==> config.mk <==
export PLATFORM = sky130hd
export DESIGN_NAME = ps2_key_rx
export DESIGN_NICKNAME = d
export VERILOG_FILES = /design/src/rtl/ps2_pkg.sv /design/src/rtl/ps2_frame_rx.sv /design/src/rtl/ps2_key_rx.sv
export SDC_FILE = /design/constraint.sdc
export NUM_CORES = 1
export LEC_CHECK = 0
export CORE_ASPECT_RATIO = 1.5
export CORE_MARGIN = 2
export CORE_UTILIZATION = 55
export CTS_BUF_LIST = sky130_fd_sc_hd__clkbuf_2
export CTS_CLUSTER_SIZE = 12
export DETAILED_ROUTE_END_ITERATION = 8
export PLACE_DENSITY = 0.77
export SLEW_MARGIN = 20
export SYNTH_ARGS = -nofsm -noshare
export SYNTH_HDL_FRONTEND = slang
export SYNTH_HIERARCHICAL = 1
export SYNTH_SLANG_ARGS = --single-unit
==> constraint.sdc <==
create_clock -name clk -period 2.9 [get_ports clk]
set_input_delay 0.435 -clock clk [delete_from_list [all_inputs] [get_ports clk]]
set_output_delay 0.435 -clock clk [all_outputs]
set_load 0.02 [all_outputs]
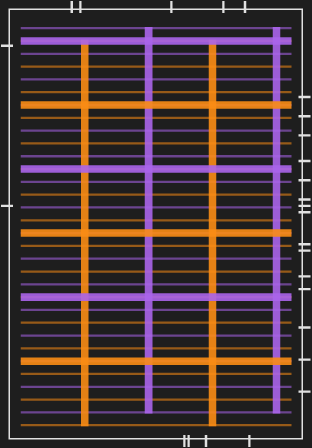
power_grid.png
Pins as bars on the die edge.
[purple] VDD
[orange] VSS
met1 rails: 32
met4 straps: 4
rows: 31
met5 straps: 6
signal pins: 26
core footprint: 4850 µm²
die width: 61.9 µm

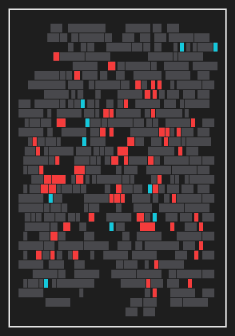
logic_types.png
[red] NAND gates | cells: 60 | most used: nand2_1
[cyan] inverters | cells: 10 | most used: inv_1
dominant logic cell type in the layout: dfxtp_1
Comb area share: 0.431
post-route insts no fill: 399

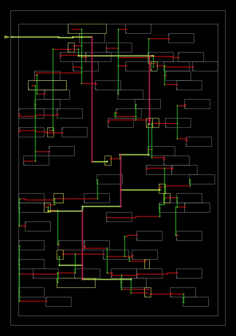
clocks.png
clock buffer count: 9
Clock Latency Late Sink: 510 ps
clock-net power: 691 µW
clk sinks: 63

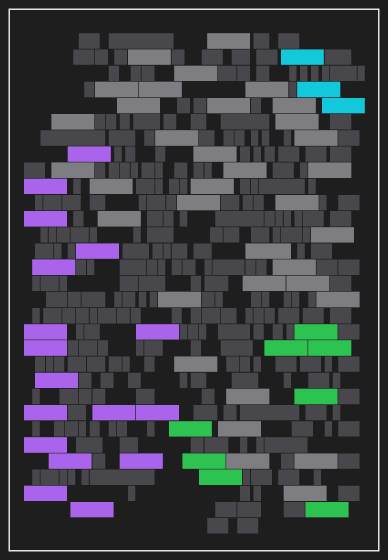
flops_by_reg.png
Other sequential cells in the stronger grey, the rest of the logic in the fainter grey.
[purple] u_frame/r_to_cnt | flops: 17
[green] key_code | flops: 8 | where: south-east
[cyan] u_frame/r_filt_cnt | flops: 3
not coloured: 35
total sequential power: 872 µW
flop share of the area: 0.387
Core Util, Final: 0.672
register area: 1260 µm²

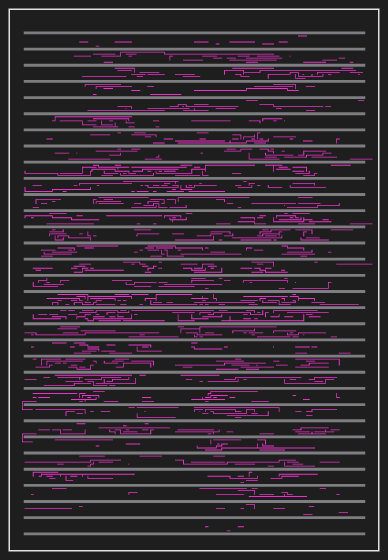
layer_met1.png
Supply wires on this layer in grey.
nets with wire on the layer: 311
longest straight run: 18.4 µm
share of all routed wire: 41%
main direction: horizontal
Total Wirelength: 5360 µm
vias: 2,162
grt met1 use: 0.235

==> out/metrics.yaml <==
worst_setup_path:
  reg2reg_depth: 9
  start_kind: "flip-flop"
  worstPathRequired_ps: 3360
  critical_path_buf_inv_count: 1
  end_kind: "flip-flop"
  cp.depth: 9
  rrSetupSlack_ps: 220
  cp_top_family: "XOR/XNOR gates"
  critical_path_class: "flip-flop to flip-flop"
  path_cells: "xor2_1 > xnor3_1 > mux2_2 > a31oi_1 > nor2_1 > nand2b_1 > a41oi_4 > buf_12 > mux2i_1"
global_routing:
  grt_overflow: 0
  grt_pass1_wl_um: 9030
  grt_pass1_vias: 2090
  grt_max_degree: 21
  antenna_found_initial: 0
  grt_use_total: 0.215
placement:
  placed_cell_area_um2: 3080
  io_buffers: 25
  gp_congestion: 0.792
  hpwl_um: 3740
die:
  ios: 26
  rows: 31
  fp_util: 0.571
route:
  drt-wirelength-per-cell_um: 13.4
  drt_iter0_drc: 130
  remaining_drc_errors: 0
  first_pass_iters: 4
synthesis:
  synth_top_area_share: 0.455
  ys_sh_xor: 0.0732
  yosysChipArea_um2: 2770
  yosysMostFrequentCell: "dfxtp_1"
  synthAdderAreaFrac: 0.0407
  ys_top_logic_family: "simple AND/OR/NAND/NOR gates"
  aoi_share: 0.100
  synthTopCellsByArea: "dfxtp_1 (46%), mux2i_1 (5.4%), nor2_1 (5.4%)"
  syn-num-nets: 313
  edf_count: 0
  ff_type: "dfxtp_1"
  yosysTopAreaCell: "dfxtp_1"
  simple_gate_area_frac: 0.230
  yosys_cells: 300
  synthCells: 300
  yosys_warnings: 6
  synth.distinct_cells: 42
  synth_flops: 63
  synthArstFlopShare: 0
  syn_area_um2: 2770
  synth_seq_share: 0.455
flow_run:
  tool_warnings: 29
  cap_violations: 0
final_layout:
  drive_above_1_share: 0.114
  fin_nets: 341
  fin_area_um2: 3260
timing:
  slew_headroom: 0.602
  max_freq_ghz: 0.373
  finalClockSkew_ps: 21.1
  hold_violations: 0
  setup_viol: 0
  fin_setup_tns_ps: 0
  tightest_slew_ps: 597
  fin_crit_sh: 0.923
  min_period_ps: 2680
clock_network:
  cts_tree: "done"
  cts-root-buf: "clkbuf_2"
  h-tree-depth: 3
  clk_pin_slew_ps: 190
hold_path:
  hp-class: "flip-flop to flip-flop"
power_and_ir_drop:
  intPower_mw: 1.24
  p_comb_frac: 0.015
  power_frac_clock: 0.436
  power.switching_uw: 341
status:
  status: "completed"
==> final cells by class <==
| type | instances | area [µm²] |
|---|---|---|
| Inverter | 10 | 37.5 |
| Clock buffer | 9 | 45.0 |
| Clock inverter | 7 | 111 |
| Multi-Input combinational cell | 212 | 1410 |
| Timing Repair Buffer | 32 | 315 |
| Tap cell | 66 | 82.6 |
| Sequential cell | 63 | 1260 |
| Fill cell | 395 | 1590 |
==> power by group through the flow <==
stage | Sequential, mW | Combinational [mW] | Clock [mW]
5_1_grt | 0.873 | 0.0253 | 0.744
6_report | 0.872 | 0.0231 | 0.691
3_5_place_dp | 0.890 | 0.0229 | 0
2_1_floorplan | 0.888 | 0.0133 | 0
4_1_cts | 0.872 | 0.0231 | 0.700
3_3_place_gp | 0.890 | 0.0223 | 0
==> metrics by stage <==
stage,cells,setup WS (ps),util
4_1_cts,398,130,0.668
5_1_grt,399,-0.00644,0.672
3_5_place_dp,382,200,0.636
2_1_floorplan,300,378,-
3_3_place_gp,382,275,0.636
6_report,399,223,0.672
==> cells by family after synthesis <==
group | Yosys count
compound gates | 39
xor+xnor | 20
fa+ha+maj | 9
buf+inv | 25
flops | 63
mux | 17
simple gates | 127
==> layout by cell type, fill, tap and decap left out, drive strengths merged, types with 14 or more instances in the layout <==
cell type	Yosys	final
clkdlybuf4s50	0	25
mux2i	15	15
nor2	40	40
dfxtp	63	63
a21oi	17	17
nand2	31	31
nand3	14	14
==> timing repair <==
| action | CTS | global route |
|---|---|---|
| hold endpoints to repair | 0 | 0 |
| gates resized | 0 | 1 |
| buffers inserted | 0 | 1 |
| hold buffers | 0 | 0 |
| setup endpoints to repair | 0 | 8 |
==> worst register-to-register path: stages, from the launching register on <==
cell and delay [ps]:
dfxtp_1 500, xor2_1 180, xnor3_1 450, mux2_2 290
a31oi_1 210, nor2_1 110, nand2b_1 300, a41oi_4 260
buf_12 150, mux2i_1 190
==> layer usage <==
metal,GRT usage,vias to the layer above,share of wire
met5,0,-,0
met4,0.103,0,0.020
met3,0.0845,12,0.044
met2,0.347,58,0.52
met1,0.235,999,0.41
li1,-,1093,-
Power figures rest on the tool's default switching activity, not on a simulated workload.
